run_1/final_clocks.png
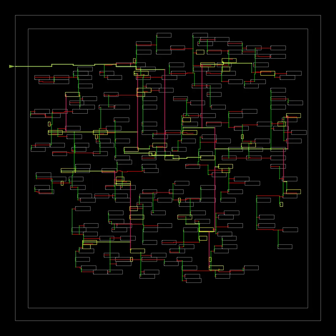
run_1/metal_stack.png
(3 px per um) Only two layers are drawn.
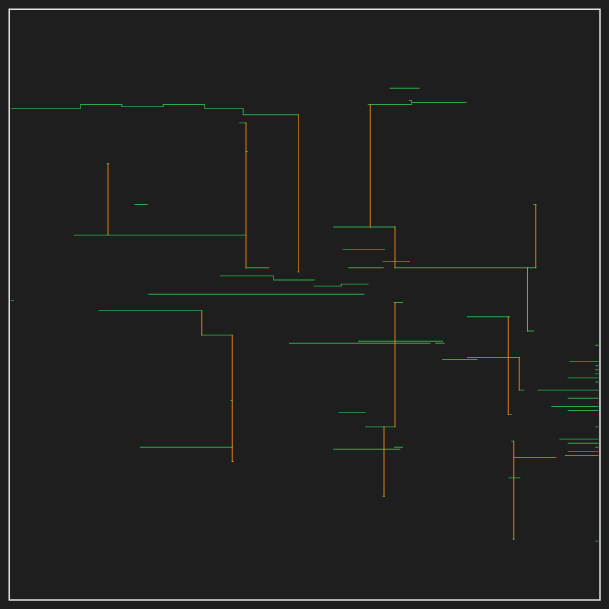
run_1/met2.png
(2 px per um)
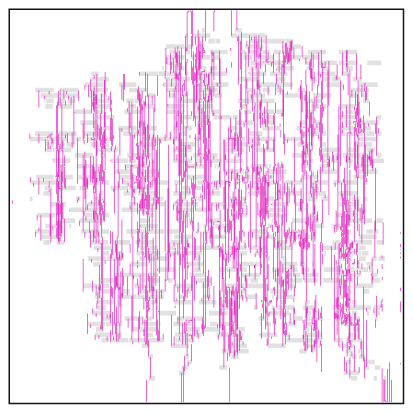
File: src/rtl/free_list_pkg.sv
// Shared rename-stage types: physical/architectural tag types and the free-list
// checkpoint pointer captured by the branch stack.
package free_list_pkg;

    localparam int DEF_NUM_GEN_REG  = 32;
    localparam int DEF_NUM_PHYS_REG = 64;
    localparam int DEF_FL_SIZE      = DEF_NUM_PHYS_REG - DEF_NUM_GEN_REG;

    localparam int PHYS_IDX_W = $clog2(DEF_NUM_PHYS_REG);
    localparam int GEN_IDX_W  = $clog2(DEF_NUM_GEN_REG);
    localparam int FL_PTR_W   = $clog2(DEF_FL_SIZE) + 1;

    // MSB is the ready bit, the rest is the physical tag index
    typedef logic [PHYS_IDX_W:0]   PHYS_REG;
    typedef logic [GEN_IDX_W-1:0]  GEN_REG;
    typedef logic [FL_PTR_W-1:0]   FL_PTR_T;

endpackage

File: src/rtl/free_list.sv
// Circular FIFO of unallocated physical tags: pops at dispatch, pushes at retire,
// head rewinds on mispredict. Outputs are combinational from state; one-cycle update.
module free_list
    import free_list_pkg::*;
#(
    parameter int NUM_GEN_REG  = DEF_NUM_GEN_REG,
    parameter int NUM_PHYS_REG = DEF_NUM_PHYS_REG,
    parameter int FL_SIZE      = NUM_PHYS_REG - NUM_GEN_REG,
    localparam int TAG_W       = $clog2(NUM_PHYS_REG),
    localparam int IDX_W       = $clog2(FL_SIZE),
    localparam int PTR_W       = IDX_W + 1
) (
    input  logic             clock,
    input  logic             reset,
    input  logic             enable,
    input  logic             retire_en,
    input  logic [TAG_W:0]   retire_tag,
    input  logic             rollback_en,
    input  logic [PTR_W-1:0] rollback_head,
    output logic [TAG_W:0]   free_reg,
    output logic             free_valid,
    output logic [PTR_W-1:0] head_out,
    output logic [PTR_W-1:0] num_free
);

    logic [TAG_W-1:0] entries [FL_SIZE];
    logic [PTR_W-1:0] head;
    logic [PTR_W-1:0] tail;
    logic [PTR_W-1:0] head_nxt;
    logic             empty;
    logic             full;
    logic             do_pop;
    logic             do_push;
    logic             unused_ready;

    // The incoming ready bit carries no information for a free tag.
    assign unused_ready = retire_tag[TAG_W];

    assign empty = (head == tail);
    assign full  = (head[IDX_W-1:0] == tail[IDX_W-1:0]) &&
                   (head[PTR_W-1] != tail[PTR_W-1]);

    // Rollback wins over a same-cycle pop; a pushed tag is not poppable until next cycle.
    assign do_pop  = enable && !empty && !rollback_en;
    assign do_push = retire_en && !full;

    always_comb begin
        head_nxt = head;
        if (rollback_en) begin
            head_nxt = rollback_head;
        end else if (do_pop) begin
            head_nxt = head + PTR_W'(1);
        end
    end

    always_ff @(posedge clock or negedge reset) begin
        if (!reset) begin
            head <= '0;
            tail <= {1'b1, {IDX_W{1'b0}}};
            for (int i = 0; i < FL_SIZE; i++) begin
                entries[i] <= TAG_W'(NUM_GEN_REG + i);
            end
        end else begin
            head <= head_nxt;
            if (do_push) begin
                entries[tail[IDX_W-1:0]] <= retire_tag[TAG_W-1:0];
                tail                     <= tail + PTR_W'(1);
            end
        end
    end

    assign free_reg   = {1'b0, entries[head[IDX_W-1:0]]};
    assign free_valid = !empty;
    assign head_out   = head;
    assign num_free   = tail - head;

    push_while_full: assert property (@(posedge clock) disable iff (!reset)
        !(retire_en && full))
        else $error("free_list: retire push while list is full");

endmodule
File: config.mk
export PLATFORM = sky130hd
export DESIGN_NAME = free_list
export DESIGN_NICKNAME = d
export VERILOG_FILES = /design/src/rtl/free_list_pkg.sv /design/src/rtl/free_list.sv
export SDC_FILE = /design/constraint.sdc
export NUM_CORES = 1
export LEC_CHECK = 0
export CORE_MARGIN = 8
export CORE_UTILIZATION = 30
export DETAILED_ROUTE_END_ITERATION = 8
export PLACE_DENSITY = 0.43
export SYNTH_ARGS = -nofsm -noshare
export SYNTH_HDL_FRONTEND = slang
export SYNTH_SLANG_ARGS = --single-unit
File: constraint.sdc
create_clock -name clock -period 3.4 [get_ports clock]
set_input_delay 0.85 -clock clock [delete_from_list [all_inputs] [get_ports clock]]
set_output_delay 0.85 -clock clock [all_outputs]
set_load 0.02 [all_outputs]
==> ci_impl_report.md, run 1 <==
### Flow metrics

| Metric | Value |
|---|---|
| Iter 0 DRT Violations | 188 |
| Top cells by count | mux2_2, dfstp_2, dfrtp_1 |
| Drt drc | 0 |
| Area Overhead vs Synth | 22.8% |
| Die area | about 39000 um2 |
| Final setup margin | ~0.057 ns |
| Largest cells by area after synthesis | dfstp_2, dfrtp_1, mux2_2, mux4_2, mux2i_1 |
| Row cnt | 66 |
| Leakage | 0.00489 uW |
| Number of flip-flops in the largest register | 192 |
| Most instantiated logic cells after routing | mux2_2, dfstp_2, dfrtp_1 |
| Final hold slack | 0.339 ns |
| DR pass1 iterations | 6 |
| CTS tree | built |
| Final ANT Viol Nets | 0 |
| Net switching share of the total power | 0.296 |
| Post-CTS Setup Repair Bufs | 10 |
| HPWL after DPL | 17800 um |
| Util after Layout | 0.371 |
| Critical Path RT | 2.55 ns |
| Final instance area | 12000 um2 |
| Outcome | complete, no violations |
| Largest net degree at the start of global routing | 71 |
| Mapped Area | 9770 um2 |
| Vias in the first global route | between 6k and 7k |
| NumNets Final | 795 |
| Post-synth area from yosys stat | 9770 um2 |
| Post-synth seq share | 0.537 |
| Net Count, Synth | slightly above 700 |
| Adder-cell share of the synthesized area | 0.0149 |
| Chip width | 196 um |
| Share of layout cells above drive strength 1 | 0.621 |
| GRT overflow | 0 |
| Clock latency at the later pin of the worst-skew pair | between 0.5 and 0.6 ns |
| Worst R2R Path Depth | 9 |
| Worst min-delay path class | primary input to async pin |
| Fin. max-slew vios | 0 |
| Post-Synthesis Cells | 675 |
| Via density | just under 5 |
| Xor+xnor area frac | 0.00897 |
| Initial antenna violation count | 0 |
| Top reg by flops | entries |
| Post-Place Cells | 1161 |
| Final Hold Viols | 0 |
| Post-DP Area | 11000 um2 |
| Clock slew at reported path FFs | 0.06 ns |
| RSZ-0062 raised after global routing | yes |
| Core area | 32300 um2 |
| CP most frequent cell | buf_12 |
| # setup viols final | 0 |
| Yosys stat cell total | 675 |
| PD cells | 850 nW/um2 |
| Comb power frac | 0.322 |
| Simple share | 0.0368 |
| Mux area share | 0.331 |
| Max incr delay on CP | 0.50 ns |
| Final setup TNS | 0 ns |
| Cts repair resizes | between 50 and 60 |
| Drt wl/cell | 21.7 um |
| Maximum Capacitance Violations | 0 |
| CTS Hold Bufs | 0 |
| Flops after synth | roughly 200 |
| CP Launch Type | flip-flop |
| Reg-to-Reg End | entries[61]$_DFFE_PN0P_ |
| Slew at the pin closest to its max-slew limit | 0.731 ns |
| Arr. time, crit path | between 2 and 2.5 ns |
| Yosys aoi share | 0.0474 |
| Post-synth ARST share | 1.00 |
| Fp util | 0.302 |
-- final_clocks.png (at the start) --
CTS buffer count: 25
Worst Skew: 0.0202 ns

-- metal_stack.png (at the start) --
- orange: met4 (wire length 412 um)
- green: met3 (wire length 833 um)
GRT Resource Usage Total: 0.140
routed vias: 6000
WL final: 26600 um

-- met2.png (at the start) --
- share of all routed wire: 49%
- nets with wire on the layer: 742
- wire length on this layer: 13100 um

-- run 1: power by group through the flow --
stage	Sequential [uW]	Combinational [uW]	Clock, uW
finish	4340	3280	2570
global route	4490	3570	2760
CTS	4360	3300	2660
detailed placement	4410	3270	0
global placement	4330	3180	0
floorplan	4190	2240	0
-- run 1: area by class of cell --
cell class              count  area, um2  share of cell area
repair buffers            106        960              0.0800
clock buffers              43        793              0.0661
well taps                 442        553              0.0461
flip-flops and latches    204       5250               0.438
inverters                  12       45.0             0.00376
multi-input cells         417       4370               0.365
clock inverters             2       16.3             0.00136
-- run 1: routing by layer --
metal | vias up | global-route usage | routed length, um
met1 | 3204 | 0.189 | 12300
met2 | 88 | 0.239 | 13100
met5 | - | 0 | 0
li1 | 2675 | - | -
met4 | 0 | 0.0236 | 412
met3 | 33 | 0.0217 | 833
==> run 2: changes to the inputs <==
Settings changed: GPL_ROUTABILITY_DRIVEN set to 0.
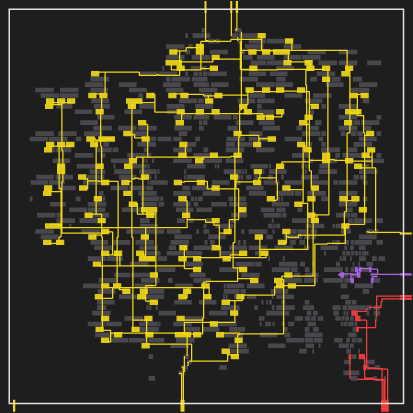
run_2/port_nets.png
(2 px per um)
- yellow: `retire_tag` (bits 7; direction input; edge 3 bottom, 3 top, 1 right; end cells 192; buffers 12; wire 3160 um)
- red: `num_free` (bits 6; direction output; edge 4 bottom, 2 right; end cells 6; buffers 6; wire 205 um)
- purple: `rollback_en` (bits 1; direction input; edge right; end cells 7; buffers 1; wire 51.0 um)
Top Ports: 38
PortBufs: 35

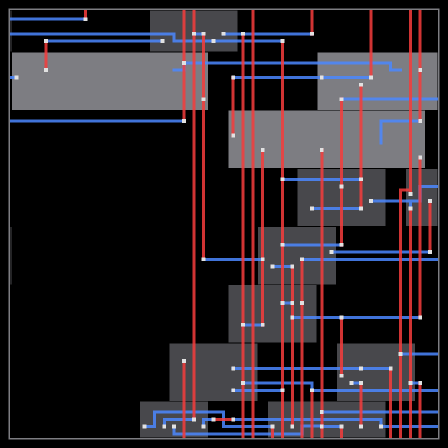
run_2/zoom.png
Window x 137 to 157, y 137 to 157 um. Cells in gray, sequential cells in the stronger gray; small squares are vias.
- red: met2
- blue: met1
- netlist names of flops here include: `entries` (3)
- most frequent: mux2_2 (4), mux2i_1 (2), dfrtp_1 (2)
- cells with their middle in the window: 12
- sequential cells in the window: 3

==> ci_impl_report.md, run 2 <==
### Flow metrics

| Metric | Value |
|---|---|
| Outcome | complete, no violations |
| Max layer used | met4 |
| DR WL met3 | ~830 um |
| Flops after synth | 204 |
| Routed vias | 6000 |
| Post-Synthesis Cells | between 600 and 700 |
| Slew at the pin closest to its max-slew limit | 0.731 ns |
| GRT Resource Usage Total | 0.140 |
| Mux area share | 0.331 |
| CP Launch Type | flip-flop |
| # clk buffers | 43 |
| Sequential cell count | ~200 |
| PD cells | 850 nW/um2 |
| Adder-cell share of the synthesized area | 0.0149 |
| Net Count, Synth | 704 |
| Yosys aoi share | 0.0474 |
| GRT overflow | 0 |
| Tapcell Cnt | 442 |
| Post-synth seq share | 0.537 |
| Comb/total area | 0.365 |
| Xor+xnor area frac | 0.00897 |
| Worst R2R Path Depth | 9 |
| Area Overhead vs Synth | 22.8% |
| Arr. time, crit path | 2.49 ns |
| Max incr delay on CP | 0.50 ns |
| Clock slew at reported path FFs | 0.06 ns |
| Row cnt | 66 |
| Met2 wire length | 13100 um |
| Max power group | sequential cells |
| Chip width | 196 um |
| Via density | 4.89 |
| HPWL after DPL | around 18000 um |
| Worst min-delay path class | primary input to async pin |
| Register Area | roughly 5300 um2 |
| Clock latency at the later pin of the worst-skew pair | 0.51 ns |
| Top reg by flops | entries |
| Mapped Area | between 9000 and 10000 um2 |
| Met1 Use GR | 0.189 |
| Logic area | 4370 um2 |
| Routing usage on met2 | 0.239 |
| CTS tree | built |
| Yosys stat cell total | about 680 |
| Final hold slack | 0.339 ns |
| NonClk Buf Share | 0.0800 |
| CP most frequent cell | buf_12 |
| Clock distribution power | roughly 2600 uW |
| Leading cell kind | sequential cells |
| Post-Place Cells | ~1.2k |
| Register share of the cell area | 0.438 |
| Net switching share of the total power | 0.296 |
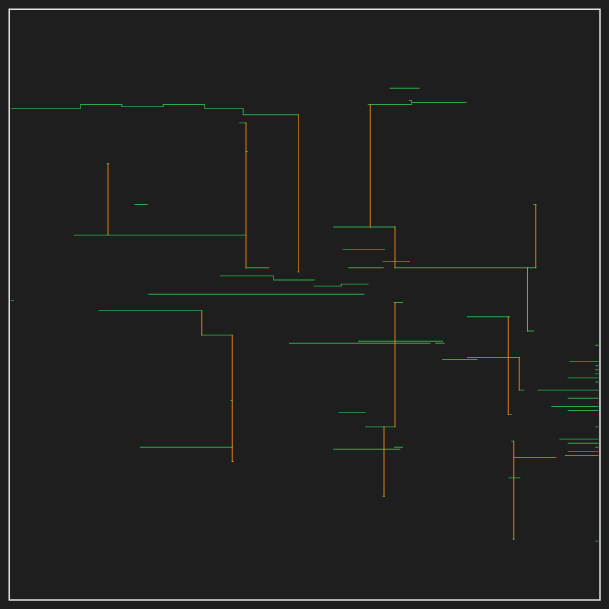
run_2/metal_stack.png
(3 px per um) Only two layers are drawn.
- green: met3 (wire length 833 um)
- orange: met4 (wire length 412 um)
drt wl/cell: 21.7 um

run 2: stage by stage:
step	power, uW	util	cell area, um2
4_1_cts	10300	0.368	11900
3_3_place_gp	7510	0.339	11000
3_5_place_dp	7670	0.339	11000
5_1_grt	10800	0.371	12000
2_1_floorplan	6430	-	9770
6_report	10200	0.371	12000
run 2: final timing paths:
path,start,end,slack (ns)
min in group clock,entries[30]$_DFFE_PN0P_,entries[30]$_DFFE_PN0P_,0.50
min reg2reg,entries[30]$_DFFE_PN0P_,entries[30]$_DFFE_PN0P_,0.50
max reg2reg,head_out[0]$_DFFE_PN0P_,entries[61]$_DFFE_PN0P_,0.54
max,head_out[0]$_DFFE_PN0P_,free_reg[5],0.06
max in group asynchronous,reset,entries[169]$_DFFE_PN1P_,2.18
min,reset,head_out[5]$_DFFE_PN0P_,0.34
Power is estimated from default activity; no workload was simulated.
